File: config.mk
export PLATFORM = sky130hd
export DESIGN_NAME = pe_mem_port
export DESIGN_NICKNAME = d
export VERILOG_FILES = /design/src/rtl/pe_mem_port.sv
export SDC_FILE = /design/constraint.sdc
export NUM_CORES = 1
export LEC_CHECK = 0
export ABC_AREA = 1
export ABC_CLOCK_PERIOD_IN_PS = 5200
export CAP_MARGIN = 10
export CORE_ASPECT_RATIO = 0.75
export CORE_MARGIN = 5
export CORE_UTILIZATION = 60
export CTS_BUF_LIST = sky130_fd_sc_hd__clkbuf_2
export DETAILED_ROUTE_END_ITERATION = 10
export PLACE_DENSITY = 0.95
export SYNTH_ARGS = -nofsm -noshare
export SYNTH_HDL_FRONTEND = slang
export SYNTH_SLANG_ARGS = --single-unit
export TNS_END_PERCENT = 30
File: constraint.sdc
create_clock -name clk -period 5.2 [get_ports clk]
set_clock_uncertainty 0.2 [all_clocks]
set_input_delay 1.04 -clock clk [delete_from_list [all_inputs] [get_ports clk]]
set_output_delay 1.04 -clock clk [all_outputs]
set_load 0.02 [all_outputs]
File: src/rtl/pe_mem_port.sv
// pe_mem_port: PE-side memory port with load/store request queues,
// load-credit tracking and an in-order load-response queue.
//
// Ports:
//   clk, rst                  clock, sync active-high reset
//   pe_ld_addr/vld/rdy        PE load request
//   pe_st_addr/data/vld/rdy   PE store request
//   pe_ld_data/vld/rdy        load response to the PE
//   ld_addr/req/gnt           interconnect load request
//   ld_data/ld_data_vld       interconnect load return (no backpressure)
//   st_addr/data/req/gnt      interconnect store request
//   outstanding_cnt           load credits in use (debug)
module pe_mem_port #(
  parameter int LD_Q_DEPTH = 4,
  parameter int ST_Q_DEPTH = 4,
  parameter int RESP_DEPTH = 4,
  parameter int GLOBAL_MEM_ADDR_L = 16,
  parameter int GLOBAL_MEM_PER_BANK_ADDR_L = 12,
  parameter int DATA_L = 32
) (
  input  logic clk,
  input  logic rst,
  input  logic [GLOBAL_MEM_ADDR_L-1:0] pe_ld_addr,
  input  logic pe_ld_vld,
  output logic pe_ld_rdy,
  input  logic [GLOBAL_MEM_PER_BANK_ADDR_L-1:0] pe_st_addr,
  input  logic [DATA_L-1:0] pe_st_data,
  input  logic pe_st_vld,
  output logic pe_st_rdy,
  output logic [DATA_L-1:0] pe_ld_data,
  output logic pe_ld_data_vld,
  input  logic pe_ld_data_rdy,
  output logic [GLOBAL_MEM_ADDR_L-1:0] ld_addr,
  output logic ld_req,
  input  logic ld_gnt,
  input  logic [DATA_L-1:0] ld_data,
  input  logic ld_data_vld,
  output logic [GLOBAL_MEM_PER_BANK_ADDR_L-1:0] st_addr,
  output logic [DATA_L-1:0] st_data,
  output logic st_req,
  input  logic st_gnt,
  output logic [$clog2(RESP_DEPTH):0] outstanding_cnt
);

  localparam int LAW = $clog2(LD_Q_DEPTH);
  localparam int SAW = $clog2(ST_Q_DEPTH);
  localparam int RAW = $clog2(RESP_DEPTH);
  localparam int CW  = RAW + 1;
  localparam int AW  = GLOBAL_MEM_ADDR_L;
  localparam int BW  = GLOBAL_MEM_PER_BANK_ADDR_L;
  localparam int SEW = BW + DATA_L;

  // ---------------- load request FIFO ----------------
  logic [AW-1:0] ld_mem [LD_Q_DEPTH];
  logic [LAW:0]  ld_wp, ld_rp;
  logic          ld_empty, ld_full;
  logic          ld_push, ld_pop;

  assign ld_empty = (ld_wp == ld_rp);
  assign ld_full  = (ld_wp[LAW] != ld_rp[LAW]) &&
                    (ld_wp[LAW-1:0] == ld_rp[LAW-1:0]);

  assign ld_req  = !ld_empty &&
                   (outstanding_cnt < CW'(RESP_DEPTH));
  assign ld_pop  = ld_req && ld_gnt;
  // A full queue still accepts when its head leaves on this edge.
  assign pe_ld_rdy = !ld_full || ld_pop;
  assign ld_push   = pe_ld_vld && pe_ld_rdy;
  assign ld_addr   = ld_mem[ld_rp[LAW-1:0]];

  always_ff @(posedge clk) begin
    if (ld_push) ld_mem[ld_wp[LAW-1:0]] <= pe_ld_addr;
  end

  always_ff @(posedge clk) begin
    if (rst) begin
      ld_wp <= '0;
      ld_rp <= '0;
    end else begin
      if (ld_push) ld_wp <= ld_wp + (LAW+1)'(1);
      if (ld_pop)  ld_rp <= ld_rp + (LAW+1)'(1);
    end
  end

  // ---------------- store request FIFO ----------------
  logic [SEW-1:0] st_mem [ST_Q_DEPTH];
  logic [SAW:0]   st_wp, st_rp;
  logic           st_empty, st_full;
  logic           st_push, st_pop;

  assign st_empty = (st_wp == st_rp);
  assign st_full  = (st_wp[SAW] != st_rp[SAW]) &&
                    (st_wp[SAW-1:0] == st_rp[SAW-1:0]);

  assign st_req    = !st_empty;
  assign st_pop    = st_req && st_gnt;
  assign pe_st_rdy = !st_full || st_pop;
  assign st_push   = pe_st_vld && pe_st_rdy;
  assign {st_addr, st_data} = st_mem[st_rp[SAW-1:0]];

  always_ff @(posedge clk) begin
    if (st_push) st_mem[st_wp[SAW-1:0]] <= {pe_st_addr, pe_st_data};
  end

  always_ff @(posedge clk) begin
    if (rst) begin
      st_wp <= '0;
      st_rp <= '0;
    end else begin
      if (st_push) st_wp <= st_wp + (SAW+1)'(1);
      if (st_pop)  st_rp <= st_rp + (SAW+1)'(1);
    end
  end

  // ---------------- load response FIFO ----------------
  logic [DATA_L-1:0] rs_mem [RESP_DEPTH];
  logic [RAW:0]      rs_wp, rs_rp;
  logic              rs_empty, rs_full;
  logic              rs_push, rs_pop;
  logic              rst_q;

  // Returns landing right after reset belong to discarded requests.
  always_ff @(posedge clk) rst_q <= rst;

  assign rs_empty = (rs_wp == rs_rp);
  assign rs_full  = (rs_wp[RAW] != rs_rp[RAW]) &&
                    (rs_wp[RAW-1:0] == rs_rp[RAW-1:0]);

  assign rs_push        = ld_data_vld && !rst_q;
  assign pe_ld_data_vld = !rs_empty;
  assign rs_pop         = pe_ld_data_vld && pe_ld_data_rdy;
  assign pe_ld_data     = rs_mem[rs_rp[RAW-1:0]];

  always_ff @(posedge clk) begin
    if (rs_push) rs_mem[rs_wp[RAW-1:0]] <= ld_data;
  end

  always_ff @(posedge clk) begin
    if (rst) begin
      rs_wp <= '0;
      rs_rp <= '0;
    end else begin
      if (rs_push) rs_wp <= rs_wp + (RAW+1)'(1);
      if (rs_pop)  rs_rp <= rs_rp + (RAW+1)'(1);
    end
  end

  // ---------------- load credits ----------------
  // A credit is taken at grant and freed when the PE consumes the
  // response, so the response FIFO can never overflow.
  always_ff @(posedge clk) begin
    if (rst) begin
      outstanding_cnt <= '0;
    end else if (ld_pop && !rs_pop) begin
      outstanding_cnt <= outstanding_cnt + CW'(1);
    end else if (!ld_pop && rs_pop) begin
      outstanding_cnt <= outstanding_cnt - CW'(1);
    end
  end

  // ---------------- protocol checks ----------------
  a_resp_ovf: assert property (
    @(posedge clk) disable iff (rst) !(rs_push && rs_full));
  a_ld_gnt: assert property (
    @(posedge clk) disable iff (rst) !(ld_gnt && !ld_req));
  a_st_gnt: assert property (
    @(posedge clk) disable iff (rst) !(st_gnt && !st_req));

endmodule

Figure 1. Signal wires by layer (run 1).
The bar under the picture is 50 um long. Only two layers are drawn.
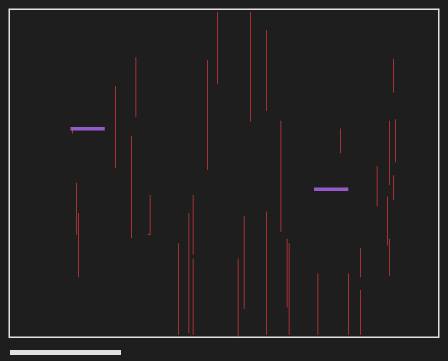
| color | layer | wire length |
|---|---|---|
| purple | metal 5 | 27.6 um |
| red | metal 4 | 982 um |
Final Routed Wirelength: 34200 um
Total GRT Usage: 23.8%

Figure 2. Where the registers sit (run 1).
The bar under the picture is 50 um long. Other sequential cells in the stronger gray, the rest of the logic in the fainter gray.
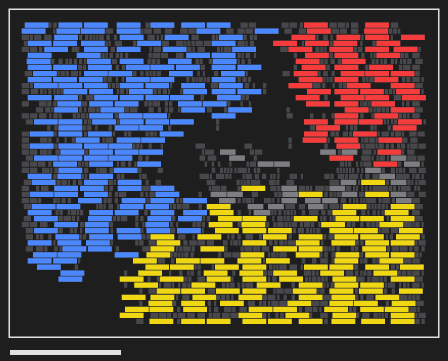
| color | netlist name | placed flops |
|---|---|---|
| yellow | `rs_mem` | 128 |
| blue | `st_mem` | 176 |
| red | `ld_mem` | 64 |
Final Util: 73.5%
register area: 11600 um^2

==> CHANGELOG.md, run 1 <==
## Flow update

- Outcome: finished, final reports clean
- Clock transition at path regs: 0.10 ns
- Critical path required time: 3.96 ns
- Worst hold-check path type: flop to flop
- Initial antenna violation count: 5
- Max_cap viols: 0
- Post-CTS setup buffers: 0
- Final Power: 7520 uW
- TritonRoute pass-1 iters: 5
- Grt ovf: 0
- CTS tree: done
- M1 wire length: 13300 um
- FILL cells: 1491
- Placed Cells: 1589
- # IOs: 200
- Post-synthesis sequential area ratio: 77.4%
- Top layer in use: met5
- Internal power: 5130 uW
- Clock Tree Buf Depth: 3
- Fin nets: 1461
- Number of placement rows: 50
- Most frequent cells after synthesis: edfxtp_1 (368), nor2_1 (221), o21ai_0 (192)
- Design area: 18200 um^2
- Top cells by area: edfxtp_1 (74%), o21ai_0 (6.4%), nor2_1 (5.5%)
- Clk pwr: 1910 uW
- CP delay by family, top: buffers and inverters
- CTS H-tree depth: 3
- Routed length on met3: 2950 um
- Worst-Skew Late Latency: 0.87 ns
- # DRC: 0
- Commonest flop: edfxtp_1
- Floorplan core density: 60.5%
- Fin crit share: 87.4%
- Layout Cells excl Fill: 1757
- Root Buffer: clkbuf_2
- Port bufs: 199
- Worst setup EP type: output pin
- CP Buf/Inv Count: 3
Figure 3. Routing congestion (run 1).
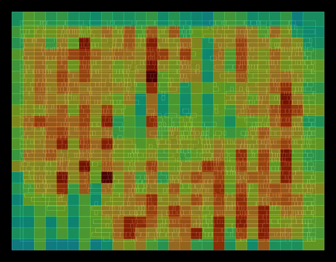
M1 GR Usage: 30.9%
GR Layer Usage met3: 6.46%
routed len/inst: 19.5 um
busiest grt layer: met2
met2 usage: 38.5%

[run 1: layout make-up]
cell class,count,share of cell area (%)
flip-flops and latches,396,63.8
multi-input cells,591,16.6
repair buffers,220,11.8
clock buffers,147,4.04
well taps,338,2.32
inverters,44,0.907
clock inverters,18,0.522
diodes,3,0.0412
[run 1: flip-flops by register name (all words and copies together) (netlist names), named ones only]
register	cells
rst_q	1
st_mem	176
ld_mem	64
rs_mem	128
st_wp	3
rs_rp	3
ld_rp	3
rs_wp	3
ld_wp	3
outstanding_cnt	3
st_rp	3
[run 1: worst paths after layout]
check,from,to,slack [ns]
max,flop,pe_ld_data[19],0.65
min reg2reg,st_wp[2],st_wp[2],0.31
max reg2reg,ld_rp[2],outstanding_cnt[2],2.59
min,st_wp[2],st_wp[2],0.31
[run 1: tightest hold or removal path: cells and delay by family (launching register included)]
family / cells / cell delay [ns]
AND/OR/NAND/NOR: 1 / 0.07
flip-flops: 1 / 0.35
AND-OR/OR-AND: 1 / 0.05
[run 1: cells by family (layout without fill, tap and decap cells)]
logic type      Yosys count  after routing  share of synthesized area (%)
buf+inv                  99            429                           2.65
other cells               0              3                              0
compound gates          302            302                           10.9
flops                   396            396                           77.4
fa+ha+maj                17             17                           1.47
xor+xnor                 11             11                          0.643
simple gates            261            261                           6.86
[run 1: placed cells by master, fill, tap and decap left out, drive strengths merged, types with 7 or more instances in the layout]
| master | count |
|---|---|
| edfxtp | 368 |
| nor2 | 223 |
| clkdlybuf4s50 | 199 |
| o21ai | 197 |
| clkbuf | 147 |
| o22ai | 92 |
| inv | 45 |
| nand2 | 29 |
| dfxtp | 28 |
| buf | 21 |
| ha | 16 |
| clkinv | 14 |
| a21oi | 11 |
| xor2 | 7 |
| nand3 | 7 |
==> inputs of run 2 (changes only) <==
- CORE_UTILIZATION: 60 -> 32
- PLACE_DENSITY: 0.95 -> 0.61
==> CHANGELOG.md, run 2 <==
## Flow update

- Outcome: finished, final reports clean
- Top Layout Cells: edfxtp_1 (368), nor2_1 (212), clkdlybuf4s50_1 (199), o21ai_0 (192), clkbuf_2 (130)
- Total GRT Usage: 13.0%
- FILL cells: 4347
- Root Buffer: clkbuf_2
- Met2 usage: 20.5%
- Routed len/inst: 16.6 um
- Internal power: 5280 uW
- Worst setup EP type: output pin
- Worst Min Path Start: ld_rp[2]
- Post-synthesis sequential area ratio: 77.4%
- Worst R2R End: st_mem[3][30]
- Final Routed Wirelength: 34200 um
- M1 GR Usage: 16.2%
- Vias in the first global route: 9707
- Max_cap viols: 0
- Worst hold-check path type: flop to flop
- Floorplan core density: 32.5%
- Number of placement rows: 68
- Placed Cells: 1881
- # DRC: 0
- Port bufs: 199
- Unique cell types: 28
- Worst Hold End: ld_rp[2]
- M1 wire length: 14500 um
- Clock Tree Buf Depth: 3
- CP Buf/Inv Count: 3
- Routed length on met3: 2960 um
- TritonRoute pass-1 iters: 5
- Critical path required time: 3.96 ns
- Most frequent cells after synthesis: edfxtp_1 (368), nor2_1 (221), o21ai_0 (192)
- YS chip area: 15000 um^2
- # IOs: 200
- Worst r2r src: st_wp[0]
- Worst R2R Setup Slack: 2.71 ns
- Fin crit share: 89.1%
- Initial antenna violation count: 3
- Number of flip-flops in the largest register: 176
- Fin nets: 1465
- Synthesized Nets: 1203
- CTS H-tree depth: 3
- CTS tree: done
- Top cells by area: edfxtp_1 (74%), o21ai_0 (6.4%), nor2_1 (5.5%)
- Busiest grt layer: met2
- CP delay by family, top: buffers and inverters
- Grt ovf: 0
- GR Layer Usage met3: 5.57%
- Worst-Skew Late Latency: 0.96 ns
## run 2: kinds of logic after synthesis
kind of cell / share of synthesized area (%)
simple gates: 6.86
compound gates: 10.9
flops: 77.4
xor+xnor: 0.643
fa+ha+maj: 1.47
buf+inv: 2.65
## run 2: power groups by stage
stage	registers (uW)	logic, uW	clock network, uW
final	3690	1900	2140
after global routing	3710	2080	2410
after CTS	3700	1940	2260
after detailed placement	3770	1930	0
after global placement	3760	1910	0
after floorplan	3770	1020	0
## run 2: through the flow
step	hold WS (ns)	util (%)	setup WS, ns	total power, uW	cell area (um^2)
2_1_floorplan	0.270	-	1.35	4790	15000
3_3_place_gp	0.284	38.5	1.29	5680	17800
3_5_place_dp	0.300	38.5	1.27	5700	17800
4_1_cts	0.220	40.5	0.342	7890	18700
5_1_grt	0.265	40.5	0.212	8200	18700
6_report	0.314	40.5	0.565	7730	18700
## run 2: how the worst max path moves through the flow
| stage | slack, ns | end | from | cells past startpoint |
|---|---|---|---|---|
| after floorplan | 1.35 | st_mem[0][0] | st_gnt | 4 |
| after CTS | 0.34 | st_addr[10] | flop | 5 |
| after global routing | 0.21 | st_data[19] | flop | 5 |
| final | 0.57 | st_addr[3] | flop | 5 |
| after detailed placement | 1.27 | pe_ld_rdy | ld_gnt | 4 |
| after global placement | 1.29 | pe_ld_rdy | ld_gnt | 4 |
## run 2: final cells by class
| class | instances | area, um^2 | area share (%) |
|---|---|---|---|
| sequential | 396 | 11600 | 62.0 |
| multi-input combinational | 591 | 3050 | 16.3 |
| timing repair buffer | 220 | 2150 | 11.5 |
| tap | 630 | 788 | 4.21 |
| clock buffer | 130 | 651 | 3.48 |
| clock inverter | 46 | 300 | 1.60 |
| inverter | 44 | 165 | 0.882 |
| antenna | 2 | 5.00 | 0.0267 |
Figure 4. Selected gate families (run 2).
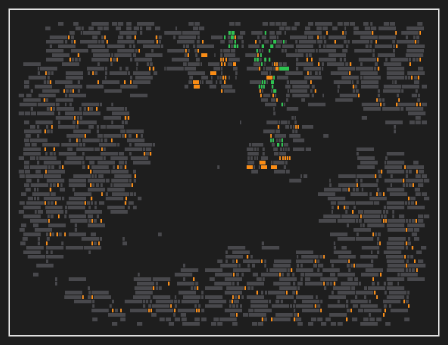
| color | family | cells | where |
|---|---|---|---|
| green | nand cells | 37 | north |
| orange | nor cells | 223 | spread over the die |
most numerous logic cell after layout: edfxtp_1
Layout Cells excl Fill: 2059
Comb area share: 16.3%

Figure 5. Where the registers sit (run 2).
The bar under the picture is 100 um long. Other sequential cells in the stronger gray, the rest of the logic in the fainter gray.
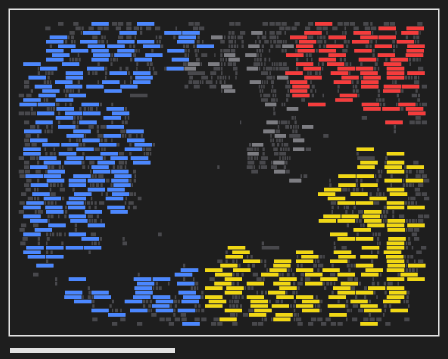
| color | netlist name | placed flops |
|---|---|---|
| red | `ld_mem` | 64 |
| yellow | `rs_mem` | 128 |
| blue | `st_mem` | 176 |
Final Util: 40.5%
flop share of the area: 62.0%

Power and IR drop assume default switching activity.
